===== src/rtl/alu_defs.sv =====
// alu_defs: function codes and the result-stage state encoding.
// Shared by the shifter, the ALU and alu_result_stage.
package alu_defs;

  localparam logic [5:0] FN_ADD   = 6'b100000;
  localparam logic [5:0] FN_SUB   = 6'b100010;
  localparam logic [5:0] FN_AND   = 6'b100100;
  localparam logic [5:0] FN_OR    = 6'b100101;
  localparam logic [5:0] FN_SLT   = 6'b101010;
  localparam logic [5:0] FN_SRL   = 6'b000010;
  localparam logic [5:0] FN_MULTU = 6'b011001;
  localparam logic [5:0] FN_MFHI  = 6'b010000;
  localparam logic [5:0] FN_MFLO  = 6'b010010;

  typedef enum logic {
    ST_IDLE     = 1'b0,
    ST_MUL_WAIT = 1'b1
  } state_e;

endpackage


===== src/rtl/alu_result_stage_hilo_reg.sv =====
// hilo_reg: 64-bit HI/LO register with load enable and async active-low clear.
// Ports:
//   clk        - rising-edge clock
//   rst_n      - async active-low clear (HI, LO and hilo_valid go to 0)
//   load       - load din into {HI, LO} and set hilo_valid
//   din        - 64-bit product, HI = [63:32], LO = [31:0]
//   hi, lo     - current register halves
//   hilo_valid - set once a product has been loaded
module hilo_reg (
  input  logic        clk,
  input  logic        rst_n,
  input  logic        load,
  input  logic [63:0] din,
  output logic [31:0] hi,
  output logic [31:0] lo,
  output logic        hilo_valid
);

  logic [63:0] hilo_d, hilo_q;
  logic        valid_d, valid_q;

  always_comb begin
    hilo_d  = hilo_q;
    valid_d = valid_q;
    if (load) begin
      hilo_d  = din;
      valid_d = 1'b1;
    end
  end

  always_ff @(posedge clk or negedge rst_n) begin
    if (!rst_n) begin
      hilo_q  <= '0;
      valid_q <= 1'b0;
    end else begin
      hilo_q  <= hilo_d;
      valid_q <= valid_d;
    end
  end

  assign hi         = hilo_q[63:32];
  assign lo         = hilo_q[31:0];
  assign hilo_valid = valid_q;

endmodule


===== src/rtl/alu_result_stage.sv =====
// alu_result_stage: registered result stage after the ALU and barrel shifter.
// Selects ALU / shifter / HI / LO by function code into a registered dataOut,
// and sequences the MULTU wait, loading the product into HI/LO at its end.
// Ports:
//   clk        - rising-edge clock
//   reset      - async active-low reset
//   Signal     - 6-bit function code
//   aluOut     - ALU result (same cycle as Signal)
//   shiftOut   - shifter result (same cycle as Signal)
//   mulProduct - 64-bit product, sampled on the last wait edge
//   dataOut    - registered stage result
//   busy       - MULTU in flight; upstream holds Signal
//   hiloValid  - HI/LO hold a completed product
module alu_result_stage
  import alu_defs::*;
#(
  parameter int unsigned MUL_CYCLES = 32
) (
  input  logic        clk,
  input  logic        reset,
  input  logic [5:0]  Signal,
  input  logic [31:0] aluOut,
  input  logic [31:0] shiftOut,
  input  logic [63:0] mulProduct,
  output logic [31:0] dataOut,
  output logic        busy,
  output logic        hiloValid
);

  localparam logic [5:0] CNT_LAST = 6'(MUL_CYCLES - 1);

  state_e      state_d, state_q;
  logic [5:0]  cnt_d, cnt_q;
  logic [31:0] data_d, data_q;
  logic        hilo_load;
  logic [31:0] hi, lo;

  hilo_reg u_hilo_reg (
    .clk        (clk),
    .rst_n      (reset),
    .load       (hilo_load),
    .din        (mulProduct),
    .hi         (hi),
    .lo         (lo),
    .hilo_valid (hiloValid)
  );

  always_comb begin
    state_d   = state_q;
    cnt_d     = cnt_q;
    data_d    = data_q;
    hilo_load = 1'b0;
    case (state_q)
      ST_IDLE: begin
        case (Signal)
          FN_ADD, FN_SUB, FN_AND, FN_OR, FN_SLT: data_d = aluOut;
          FN_SRL:   data_d = shiftOut;
          FN_MFHI:  data_d = hi;
          FN_MFLO:  data_d = lo;
          FN_MULTU: begin
            state_d = ST_MUL_WAIT;
            cnt_d   = '0;
          end
          default:  data_d = '0;
        endcase
      end
      ST_MUL_WAIT: begin
        // Signal is ignored here; dataOut holds until the wait ends.
        if (cnt_q == CNT_LAST) begin
          hilo_load = 1'b1;
          state_d   = ST_IDLE;
          cnt_d     = '0;
        end else begin
          cnt_d = cnt_q + 6'd1;
        end
      end
      default: begin
        state_d = ST_IDLE;
        cnt_d   = '0;
      end
    endcase
  end

  always_ff @(posedge clk or negedge reset) begin
    if (!reset) begin
      state_q <= ST_IDLE;
      cnt_q   <= '0;
      data_q  <= '0;
    end else begin
      state_q <= state_d;
      cnt_q   <= cnt_d;
      data_q  <= data_d;
    end
  end

  assign dataOut = data_q;
  assign busy    = (state_q == ST_MUL_WAIT);

endmodule


===== config.mk =====
export PLATFORM = sky130hd
export DESIGN_NAME = alu_result_stage
export DESIGN_NICKNAME = d
export VERILOG_FILES = /design/src/rtl/alu_defs.sv /design/src/rtl/alu_result_stage_hilo_reg.sv /design/src/rtl/alu_result_stage.sv
export SDC_FILE = /design/constraint.sdc
export NUM_CORES = 1
export LEC_CHECK = 0
export CAP_MARGIN = 20
export CORE_MARGIN = 2
export CORE_UTILIZATION = 50
export CTS_BUF_LIST = sky130_fd_sc_hd__clkbuf_8
export DETAILED_ROUTE_END_ITERATION = 8
export GPL_TIMING_DRIVEN = 0
export PLACE_DENSITY = 0.95
export SLEW_MARGIN = 20
export SYNTH_ARGS = -nofsm -noshare
export SYNTH_HDL_FRONTEND = slang
export SYNTH_SLANG_ARGS = --single-unit

===== constraint.sdc =====
create_clock -name clk -period 5.34 [get_ports clk]
set_clock_uncertainty 0.15 [all_clocks]
set_input_delay 1.068 -clock clk [delete_from_list [all_inputs] [get_ports clk]]
set_output_delay 1.068 -clock clk [all_outputs]
set_load 0.01 [all_outputs]

Figure 1. Metal 2 (run 1).
Scale: 4 px per um.
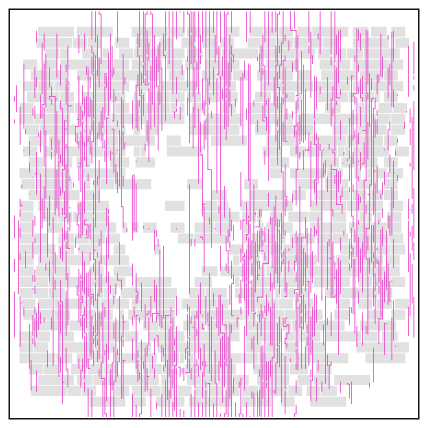
longest straight run = 42.8 um
nets with wire on the layer = 621
wire length on this layer = 6630 um
Detailed Route WL: 12800 um
global routing met2 resource utilization: 43.3%
overall via count from detail_route: 3787

Figure 2. Close-up of the layout (run 1).
Window x 31 to 71, y 31 to 71 um. Cells in grey, sequential cells in the stronger grey; small squares are vias.
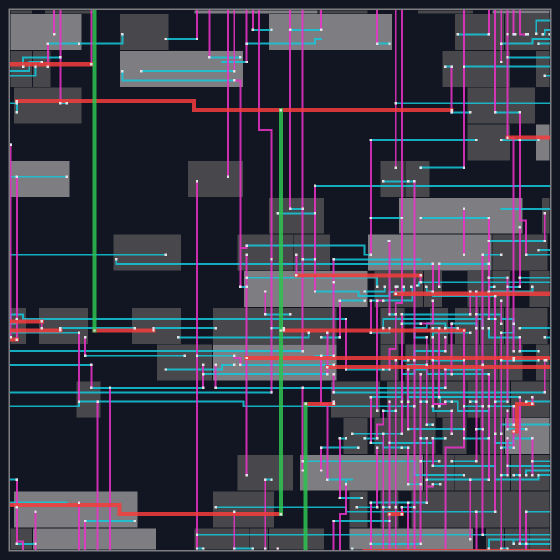
cyan -> met1
green -> met4
red -> met3
magenta -> met2
netlist names of flops here include = `dataOut` (5), `u_hilo_reg.hilo_q` (4), `cnt_q` (2)
cells with their middle in the window = 72
most frequent = dfrtp_1 (11), buf_6 (7), nand2_1 (7)
sequential cells in the window = 11

Figure 3. Placed standard cells (run 1).
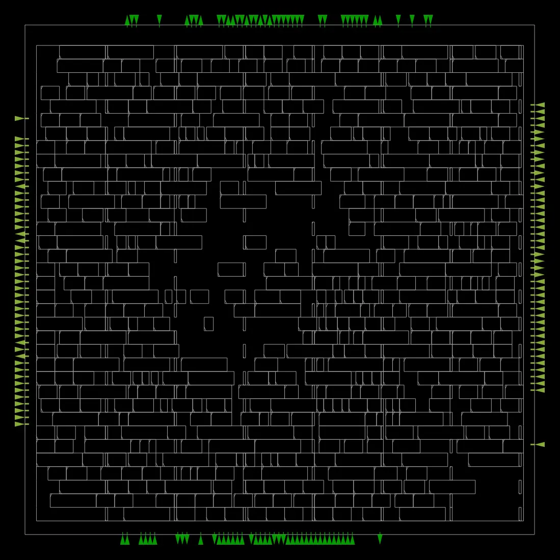
row count: 35
filler cell count: 634
Seq/total area: 37.8%
number of tapcells: 129
standard cell core area: 9280 um^2

==> Changelog: implementation, run 1 <==
### Changed

- Dominant logic cell type in the layout: sky130_fd_sc_hd__clkdlybuf4s50_1
- Synthesis area per yosys: 4800 um^2
- Slew at the pin closest to its max-slew limit: 0.685 ns
- Syn avg cell area: 13.1 um^2
- Total instance count after detailed placement: 664
- Largest cell class by area: flip-flops and latches
- Number of different library cells in the post-synthesis netlist: 34
- Post-Synthesis Cell Area: 4800 um^2
- Main area contributors after synthesis: sky130_fd_sc_hd__dfrtp_1 54%, sky130_fd_sc_hd__mux2_2 23%, sky130_fd_sc_hd__a222oi_1 6.7%
- Combinational cell fraction of total power: 18.9%
- Result of the run: finished, final reports clean
- Data arrival time of the critical path: 3.02 ns
- Power per Cell Area: 248 nW/um^2
- Worst min path class: register to register
- OpenROAD warning count: 26
- Count of antenna diodes in the layout: 0
- Mapped Nets: 503
- Gates resized, CTS repair: 0
- Largest net degree at the start of global routing: 61
- Layout Cell Area excl Fill: 6880 um^2
- Flip-flop count of the largest register after layout: 64
- Number of buffers created by CTS: 9
- Cell area reported after detailed placement: 6680 um^2
- Length of routed wiring on met1: 5000 um
- RD Place Congestion: 0.839
- Routed wire length per instance: 18.9 um
==> inputs of run 2 (changes only) <==
Settings changed: CORE_UTILIZATION 50 to 42, PLACE_DENSITY 0.95 to 0.9.
Clock period 5.34 ns to 2.35 ns, I/O delays scaled along.
Figure 4. Ports around the boundary (run 2).
Scale: 4 px per um. Pins as bars across the die edge, other pins in grey.
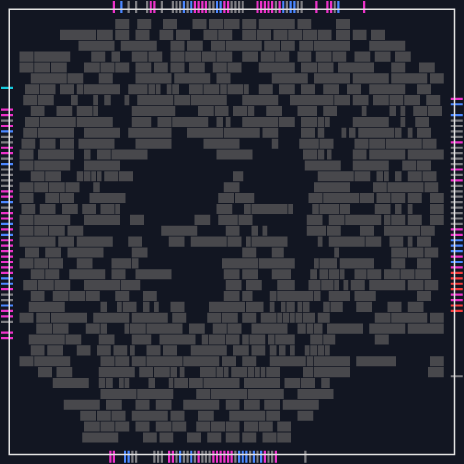
magenta -> `mulProduct`  # pins 64, direction input, edge 22 left, 19 top, 13 bottom, 10 right
cyan -> `clk`  # pins 1, direction input, edge left
blue -> `shiftOut`  # pins 32, direction input, edge 9 bottom, 9 top, 8 left, 6 right
red -> `Signal`  # pins 6, direction input, edge right
all pins by edge = 47 top, 43 left, 40 right, 40 bottom
port buffer count: 168
Die Span X: 111 um
die boundary height: 111 um

Figure 5. Routed metal, one colour a layer (run 2).
Scale: 3 px per um. Only two layers are drawn.
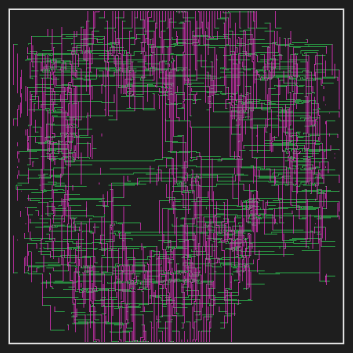
magenta -> met2  # wire length 6860 um
green -> met1  # wire length 5160 um
overall via count from detail_route: 3783
routed wire length per instance: 19.0 um
Detailed Route WL: 13200 um
total track usage: 22.3%

==> Changelog: implementation, run 2 <==
### Changed

- Combinational cell fraction of total power: 18.1%
- Slew at the pin closest to its max-slew limit: 0.712 ns
- Gates resized, CTS repair: 0
- Filler cell count: 881
- Maximum clock frequency: 447 MHz
- Power per Cell Area: 584 nW/um^2
- RD Place Congestion: 0.807
- Data arrival time of the critical path: 2.34 ns
- Standard cell core area: 11300 um^2
- Seq/total area: 37.5%
- Syn avg cell area: 13.1 um^2
- Global routing met2 resource utilization: 38.4%
- Dominant logic cell type in the layout: sky130_fd_sc_hd__clkdlybuf4s50_1
- Row count: 39
- Flip-flop count of the largest register after layout: 64
- Post-Synthesis Cell Area: 4800 um^2
- Count of antenna diodes in the layout: 0
- Largest cell class by area: flip-flops and latches
- Largest net degree at the start of global routing: 56
- Number of tapcells: 143
- Number of buffers created by CTS: 9
- Cell area reported after detailed placement: 6690 um^2
- Worst min path class: register to register
- Length of routed wiring on met1: 5160 um
- Total instance count after detailed placement: 678
- Number of nets at the end of the flow: 684
- Mapped Nets: 503
- Main area contributors after synthesis: sky130_fd_sc_hd__dfrtp_1 54%, sky130_fd_sc_hd__mux2_2 23%, sky130_fd_sc_hd__a222oi_1 6.7%
- Layout Cell Area excl Fill: 6950 um^2
- Result of the run: finished, final reports clean
==> inputs of run 3 (changes only) <==
Settings changed: CORE_UTILIZATION 42 to 55, CTS_CLUSTER_DIAMETER set to 100, DONT_BUFFER_PORTS set to 1, PLACE_DENSITY 0.9 to 0.84.
Figure 6. Metal 2 (run 3).
Scale: 4 px per um.
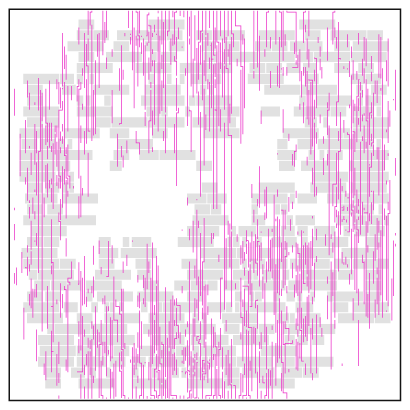
longest straight run = 62.2 um
main direction = vertical
share of all routed wire = 50%
wire length on this layer = 5560 um
global routing met2 resource utilization: 39.5%
overall via count from detail_route: 3163
Detailed Route WL: 11100 um

Figure 7. Routed metal, one colour a layer (run 3).
Scale: 4 px per um. Only two layers are drawn.
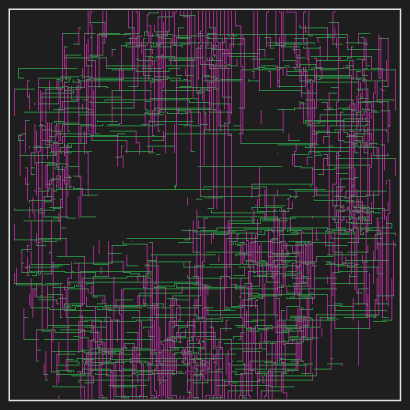
green -> met1  # wire length 4340 um
magenta -> met2  # wire length 5560 um
routed wire length per instance: 22.5 um
total track usage: 23.1%

==> Changelog: implementation, run 3 <==
### Changed

- Result of the run: finished, violations left
- Violated checks: hold timing
- Largest cell class by area: flip-flops and latches
- Worst hold slack: -0.358 ns
- Number of tapcells: 108
- Number of different library cells in the post-synthesis netlist: 34
- Largest net degree at the start of global routing: 105
- Final hold violation count: 104
- Number of nets at the end of the flow: 514
- Maximum clock frequency: 450 MHz
- Length of routed wiring on met1: 4340 um
- Layout Cell Area excl Fill: 5140 um^2
- Die boundary height: 97.5 um
- OpenROAD warning count: 31
- Data arrival time of the critical path: 2.30 ns
- Port buffer count: 0
- Seq/total area: 50.7%
- Number of buffers created by CTS: 9
- Synthesis area per yosys: 4800 um^2
- Dominant logic cell type in the layout: sky130_fd_sc_hd__dfrtp_1
- Filler cell count: 696
- Gates resized, CTS repair: 0
- Total instance count after detailed placement: 474
- Syn avg cell area: 13.1 um^2
- Standard cell core area: 8590 um^2
- Cell area reported after detailed placement: 4940 um^2
- Die Span X: 97.5 um
- Mapped Nets: 503
- Main area contributors after synthesis: sky130_fd_sc_hd__dfrtp_1 54%, sky130_fd_sc_hd__mux2_2 23%, sky130_fd_sc_hd__a222oi_1 6.7%
- Worst min path class: input port to async pin
Power is estimated from default activity; no workload was simulated.
